$ cat config.mk
export PLATFORM = sky130hd
export DESIGN_NAME = multi_channel_watchdog_flat
export DESIGN_NICKNAME = d
export VERILOG_FILES = /design/src/rtl/multi_channel_watchdog_if.sv /design/src/rtl/multi_channel_watchdog.sv /design/src/flat_wrapper.sv
export SDC_FILE = /design/constraint.sdc
export NUM_CORES = 1
export LEC_CHECK = 0
export CELL_PAD_IN_SITES_DETAIL_PLACEMENT = 2
export CELL_PAD_IN_SITES_GLOBAL_PLACEMENT = 2
export CORE_ASPECT_RATIO = 0.6
export CORE_MARGIN = 4
export CORE_UTILIZATION = 34
export CTS_CLUSTER_DIAMETER = 80
export DETAILED_ROUTE_END_ITERATION = 8
export PLACE_DENSITY = 0.77
export REMOVE_ABC_BUFFERS = 1
export SETUP_SLACK_MARGIN = 0.05
export SLEW_MARGIN = 20
export SYNTH_ARGS = -nofsm -noshare
export SYNTH_HDL_FRONTEND = slang
export SYNTH_SLANG_ARGS = --single-unit
$ cat constraint.sdc
create_clock -name clk -period 5.05 [get_ports clk]
set_clock_uncertainty 0.15 [all_clocks]
set_input_delay 1.2625 -clock clk [delete_from_list [all_inputs] [get_ports clk]]
set_output_delay 1.2625 -clock clk [all_outputs]
set_load 0.01 [all_outputs]
$ cat src/rtl/multi_channel_watchdog_if.sv
// Control and status bundle for multi_channel_watchdog.
//   enable, heartbeat, clear, force_trip : per-channel controls into the watchdog
//   warn, trip, early_kick               : per-channel registered status
//   any_trip                             : registered OR of trip
//   trip_count                           : saturating count of trip events
// The master modport belongs to whoever drives the controls.
// The slave modport belongs to the watchdog itself.
interface multi_channel_watchdog_if #(
  parameter int unsigned NUM_CH = 4
);
  logic [NUM_CH-1:0] enable;
  logic [NUM_CH-1:0] heartbeat;
  logic [NUM_CH-1:0] clear;
  logic [NUM_CH-1:0] force_trip;
  logic [NUM_CH-1:0] warn;
  logic [NUM_CH-1:0] trip;
  logic [NUM_CH-1:0] early_kick;
  logic              any_trip;
  logic [7:0]        trip_count;

  modport master (
    output enable, heartbeat, clear, force_trip,
    input  warn, trip, early_kick, any_trip, trip_count
  );

  modport slave (
    input  enable, heartbeat, clear, force_trip,
    output warn, trip, early_kick, any_trip, trip_count
  );
endinterface

$ cat src/rtl/multi_channel_watchdog.sv
// N-channel watchdog timer. Each channel counts cycles since its last heartbeat.
// - warn asserts when the count reaches WARN_AT.
// - trip asserts when the count reaches TIMEOUT, and is sticky until clear or enable low.
// - force_trip trips a running channel at once.
// - any_trip is the OR of trip, delayed by one register stage.
// - trip_count sums channel trip entries and saturates at 255.
//
// Ports:
//   clk  : system clock
//   rstn : asynchronous active-low reset
//   wd   : multi_channel_watchdog_if.slave, carrying the controls and status
//
// Optional build macro WD_WINDOW_EN enables the windowed watchdog.
// With it, a heartbeat in RUNNING while the counter is below MIN_KICK trips the
// channel and sets early_kick. Without it, early_kick is tied to 0.
module multi_channel_watchdog #(
  parameter int unsigned NUM_CH   = 4,
  parameter int unsigned CNT_W    = 32,
  parameter int unsigned TIMEOUT  = 1000,
  parameter int unsigned WARN_AT  = 750,
  parameter int unsigned MIN_KICK = 10
) (
  input  logic                    clk,
  input  logic                    rstn,
  multi_channel_watchdog_if.slave wd
);

  // Elaboration-time parameter sanity check
  if (NUM_CH < 1 || NUM_CH > 16 || TIMEOUT < 2 || WARN_AT < 1 || WARN_AT >= TIMEOUT ||
      MIN_KICK >= WARN_AT) begin : gen_param_err
    $error("multi_channel_watchdog: illegal parameter combination");
  end

  localparam logic [CNT_W-1:0] TimeoutC = CNT_W'(TIMEOUT);
  localparam logic [CNT_W-1:0] WarnC    = CNT_W'(WARN_AT);
  localparam logic [CNT_W-1:0] OneC     = CNT_W'(1);
`ifdef WD_WINDOW_EN
  localparam logic [CNT_W-1:0] MinKickC = CNT_W'(MIN_KICK);
`endif

  typedef enum logic [1:0] {
    StDisabled,
    StRunning,
    StWarning,
    StTripped
  } state_e;

  state_e            st_q  [NUM_CH];
  state_e            st_d  [NUM_CH];
  logic [CNT_W-1:0]  cnt_q [NUM_CH];
  logic [CNT_W-1:0]  cnt_d [NUM_CH];
  logic [NUM_CH-1:0] warn_q, warn_d;
  logic [NUM_CH-1:0] trip_q, trip_d;
  logic [NUM_CH-1:0] ek_q, ek_d;
  logic [NUM_CH-1:0] enter_trip;
  logic              any_trip_q, any_trip_d;
  logic [7:0]        tc_q, tc_d;
  logic [4:0]        entered;
  logic [8:0]        tc_sum;

  // State register
  always_ff @(posedge clk or negedge rstn) begin
    if (!rstn) begin
      for (int unsigned i = 0; i < NUM_CH; i++) begin
        st_q[i]  <= StDisabled;
        cnt_q[i] <= '0;
      end
      warn_q     <= '0;
      trip_q     <= '0;
      ek_q       <= '0;
      any_trip_q <= 1'b0;
      tc_q       <= '0;
    end else begin
      for (int unsigned i = 0; i < NUM_CH; i++) begin
        st_q[i]  <= st_d[i];
        cnt_q[i] <= cnt_d[i];
      end
      warn_q     <= warn_d;
      trip_q     <= trip_d;
      ek_q       <= ek_d;
      any_trip_q <= any_trip_d;
      tc_q       <= tc_d;
    end
  end

  // Per-channel next state
  always_comb begin
    for (int unsigned i = 0; i < NUM_CH; i++) begin
      st_d[i]       = st_q[i];
      cnt_d[i]      = cnt_q[i];
      warn_d[i]     = warn_q[i];
      trip_d[i]     = trip_q[i];
      ek_d[i]       = ek_q[i];
      enter_trip[i] = 1'b0;

      if (!wd.enable[i]) begin
        st_d[i]   = StDisabled;
        cnt_d[i]  = '0;
        warn_d[i] = 1'b0;
        trip_d[i] = 1'b0;
        ek_d[i]   = 1'b0;
      end else begin
        case (st_q[i])
          StDisabled: begin
            st_d[i]  = StRunning;
            cnt_d[i] = '0;
          end
          StTripped: begin
            // Only clear leaves TRIPPED; heartbeat and force_trip are ignored here
            if (wd.clear[i]) begin
              st_d[i]   = StRunning;
              cnt_d[i]  = '0;
              trip_d[i] = 1'b0;
              warn_d[i] = 1'b0;
              ek_d[i]   = 1'b0;
            end
          end
          StRunning, StWarning: begin
            if (wd.force_trip[i]) begin
              st_d[i]       = StTripped;
              trip_d[i]     = 1'b1;
              enter_trip[i] = 1'b1;
            end
`ifdef WD_WINDOW_EN
            else if (wd.heartbeat[i] && (st_q[i] == StRunning) && (cnt_q[i] < MinKickC)) begin
              st_d[i]       = StTripped;
              trip_d[i]     = 1'b1;
              ek_d[i]       = 1'b1;
              enter_trip[i] = 1'b1;
            end
`endif
            else if (wd.heartbeat[i]) begin
              st_d[i]   = StRunning;
              cnt_d[i]  = '0;
              warn_d[i] = 1'b0;
            end else if ((cnt_q[i] + OneC) == TimeoutC) begin
              // The counter stops at TIMEOUT and holds there while TRIPPED
              st_d[i]       = StTripped;
              cnt_d[i]      = TimeoutC;
              trip_d[i]     = 1'b1;
              warn_d[i]     = 1'b1;
              enter_trip[i] = 1'b1;
            end else begin
              cnt_d[i] = cnt_q[i] + OneC;
              if ((cnt_q[i] + OneC) >= WarnC) begin
                st_d[i]   = StWarning;
                warn_d[i] = 1'b1;
              end
            end
          end
          default: begin
            st_d[i]  = StDisabled;
            cnt_d[i] = '0;
          end
        endcase
      end
    end
  end

  // Shared status: any_trip lags trip by one register stage; trip_count saturates
  always_comb begin
    entered = '0;
    for (int unsigned i = 0; i < NUM_CH; i++) begin
      entered = entered + 5'(enter_trip[i]);
    end
    tc_sum     = {1'b0, tc_q} + 9'(entered);
    tc_d       = (tc_sum > 9'd255) ? 8'hFF : tc_sum[7:0];
    any_trip_d = |trip_q;
  end

  // Outputs
  always_comb begin
    wd.warn       = warn_q;
    wd.trip       = trip_q;
    wd.any_trip   = any_trip_q;
    wd.trip_count = tc_q;
`ifdef WD_WINDOW_EN
    wd.early_kick = ek_q;
`else
    wd.early_kick = '0;
`endif
  end

endmodule

$ cat src/flat_wrapper.sv
// flat-port wrapper written by rule: the top's interface ports become plain ports
module multi_channel_watchdog_flat 
#(
  parameter int unsigned NUM_CH   = 4,
  parameter int unsigned CNT_W    = 32,
  parameter int unsigned TIMEOUT  = 1000,
  parameter int unsigned WARN_AT  = 750,
  parameter int unsigned MIN_KICK = 10
)
  (clk, rstn, wd_enable, wd_heartbeat, wd_clear, wd_force_trip, wd_warn, wd_trip, wd_early_kick, wd_any_trip, wd_trip_count);
  multi_channel_watchdog_if #(.NUM_CH(NUM_CH)) wd_i ();
  input  logic clk;
  input  logic rstn;
  input wire logic [$bits(wd_i.enable)-1:0] wd_enable;
  input wire logic [$bits(wd_i.heartbeat)-1:0] wd_heartbeat;
  input wire logic [$bits(wd_i.clear)-1:0] wd_clear;
  input wire logic [$bits(wd_i.force_trip)-1:0] wd_force_trip;
  output wire logic [$bits(wd_i.warn)-1:0] wd_warn;
  output wire logic [$bits(wd_i.trip)-1:0] wd_trip;
  output wire logic [$bits(wd_i.early_kick)-1:0] wd_early_kick;
  output wire logic [$bits(wd_i.any_trip)-1:0] wd_any_trip;
  output wire logic [$bits(wd_i.trip_count)-1:0] wd_trip_count;
  assign wd_i.enable = wd_enable;
  assign wd_i.heartbeat = wd_heartbeat;
  assign wd_i.clear = wd_clear;
  assign wd_i.force_trip = wd_force_trip;
  assign wd_warn = wd_i.warn;
  assign wd_trip = wd_i.trip;
  assign wd_early_kick = wd_i.early_kick;
  assign wd_any_trip = wd_i.any_trip;
  assign wd_trip_count = wd_i.trip_count;
  multi_channel_watchdog #(.NUM_CH(NUM_CH), .CNT_W(CNT_W), .TIMEOUT(TIMEOUT), .WARN_AT(WARN_AT), .MIN_KICK(MIN_KICK)) u_core (.clk(clk), .rstn(rstn), .wd(wd_i));
endmodule
==> Slide: Implementation Results <==
Synthesis and Place & Route Summary

Finish
  • Final nets: 1,666

Synthesis
  • Synth unique cells: 86
  • Dominant cell type by area after synthesis: dfrtp_1
  • Synthesized cell area: ~12,000 sq um

Worst setup path
  • CP Data Arrival Time: 5190 ps
  • Reg-to-Reg End: u_core.wd.trip_count[6]
  • R2R Setup Slk: 40 ps
  • Worst-path cell chain: ha_2 > nand4_1 > buf_6 > o31a_1 > a211oi_2 > o2111ai_2 > nor4_2 > nand4_1 > a21boi_2 > buf_4 > ha_1 > fa_1 > ha_1 > inv_1 > fa_2 > inv_1 > a21o_1 > buf_4 > nand4_1 > mux2_2
  • Critical Path Max Stage Delay: 530 ps
  • Critical path endpoint category: flop
  • CP delay by family, top: adder cells
  • Worst path required time: 5240 ps
  • Reg2reg start: u_core.cnt_q[96]
  • Stages on the worst setup path: 20

STA
  • Tcrit/Tclk final: 99.1%
  • Highest clock rate: 200 MHz
  • Slew Viols, Final: 0

Die
  • Chip Area: approximately 38,000 sq um
  • Die Y: approximately 150 um

Global routing
  • Total gr overflow: 0
  • First-pass GRT wire length: ~78,000 um
  • Number of global-route vias before repair: 13,600

Placed design
  • Routability cong.: 0.879

Power
  • PD cells: 226 nW/um^2
  • Leak: approximately 6.0 nW

Clock tree
  • Num CTS Buffers: 17
  • H-tree levels: 4

Run status
  • Status: finished clean

Route
  • Drt pass-1 iters: 5
  • Detail Route Antenna Nets: 0
  • Post-Route WL: about 51,000 um

Flow run
  • Max Cap Violations: 0
## what timing repair did
action / CTS / global route
pin swaps: 5 / 26
setup buffers: 3 / 24
gates resized: 26 / 73
setup endpoints to repair: 8 / 8
## sequential cells by signal, summed over array words and instances (netlist names)
register,count
u_core.cnt_q,128
u_core.st_q,8
u_core.wd.trip_count,8
u_core.wd.trip,4
u_core.wd.warn,4
u_core.wd.any_trip,1
## per-layer routing
| layer | track usage [%] | vias to the layer above | part of all wire (%) |
|---|---|---|---|
| li1 | - | 5884 | - |
| met1 | 37.7 | 6790 | 50 |
| met2 | 37.1 | 295 | 44 |
| met3 | 4.84 | 60 | 4.8 |
| met4 | 5.57 | 0 | 1.7 |
| met5 | 0 | - | 0 |
## area by class of cell
class	count	area, sq um	share of cell area, %
Multi-Input combinational cell	1209	7620	52.7
Clock inverter	13	128	0.882
Sequential cell	153	3860	26.7
Inverter	35	131	0.908
Tap cell	459	574	3.97
Clock buffer	19	453	3.13
Timing Repair Buffer	213	1700	11.8
## logic make-up (layout without fill, tap and decap cells)
logic type / after synthesis / in the layout / synth area share, %
AOI/OAI and AO/OA: 313 / 313 / 17.8
xor gates and xnor gates: 43 / 43 / 3.18
other: 1 / 4 / 0.0316
adders and majority gates: 19 / 19 / 2.13
muxes: 12 / 12 / 1.04
buffers and inverters: 173 / 280 / 6.01
and+or+nand+nor: 818 / 818 / 37.5
DFF: 153 / 153 / 32.3
## layout by cell type, fill, tap and decap left out, drive strengths merged, types with 7 or more instances in the layout
cell and instances:
clkbuf 19, a31oi 41, and3 34, xor2 14, a21oi 55, or4 26
and2 19, xnor2 29, and4 26, ha 17, nor3 50, nand3b 13
clkdlybuf4s50 33, nand4 60, nand2b 19, o31ai 19, buf 180, a2111oi 7
mux2i 9, a211oi 10, a21o 7, clkinv 9, o211ai 13, dfrtp 153
inv 35, nor4 34, nand2 200, o21ai 77, or3 42, nor2 96
nand3 175
## report_power, final
| group | switching (mW) | leakage, nW | total [mW] | internal (mW) |
|---|---|---|---|---|
| Combinational | 0.355 | 3.63 | 0.575 | 0.220 |
| Sequential | 0.0660 | 2.06 | 1.34 | 1.28 |
| Clock | 0.601 | 0.288 | 1.35 | 0.750 |
## worst max path at each step
stage                               to  slack, ps              from
3_3_place_gp   u_core.wd.trip_count[4]         90  u_core.cnt_q[96]
6_report       u_core.wd.trip_count[6]         40  u_core.cnt_q[96]
2_1_floorplan         u_core.cnt_q[28]       -240       wd_clear[3]
5_1_grt        u_core.wd.trip_count[6]       -130  u_core.cnt_q[96]
3_5_place_dp   u_core.wd.trip_count[4]       -310  u_core.cnt_q[96]
4_1_cts        u_core.wd.trip_count[6]         70  u_core.cnt_q[97]
## per-stage QoR
stage	worst slack, ps	setup TNS (ps)	cells	hold WS [ps]	instance area, sq um
2_1_floorplan	-239	-1320	1397	310	11300
3_3_place_gp	88.3	0	2042	339	13400
3_5_place_dp	-307	-1320	2042	358	13400
4_1_cts	68.1	0	2077	373	14000
5_1_grt	-126	-532	2101	385	14500
6_report	44.6	0	2101	369	14500
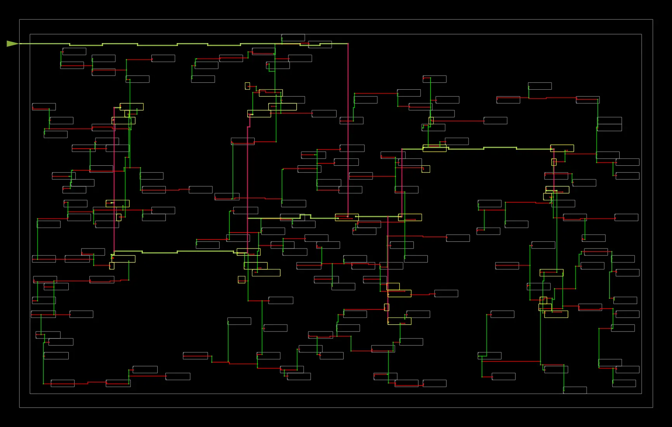
Fig. 1. Clock routing.
flop count: 153
Clk power: 1.35 mW
Clk Latency, worst-skew pair: 460 ps

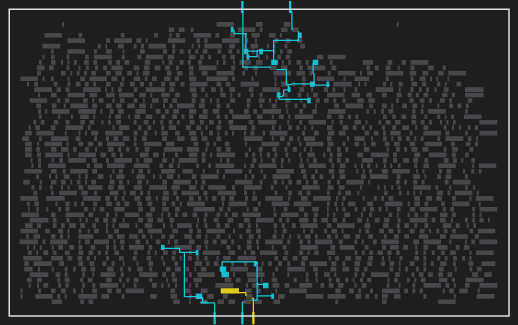
Fig. 2. Nets reached from selected ports.
(2 px per um)
[`wd_force_trip`] cyan | direction: input | end cells: 20 | buffers: 5 | wire: 331 um
[`wd_any_trip`] yellow | direction: output | end cells: 1 | buffers: 1 | wire: 14.2 um

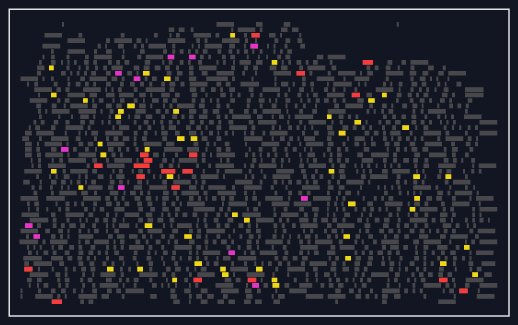
Fig. 3. Logic cells by family.
(2 px per um)
[fa/ha/maj cells] red | cells: 19 | most used: ha_1
[non-inverting ao/oa cells] yellow | cells: 49 | most used: a21o_1
[mux cells] magenta | cells: 12 | most used: mux2i_1

Power and IR drop assume default switching activity.
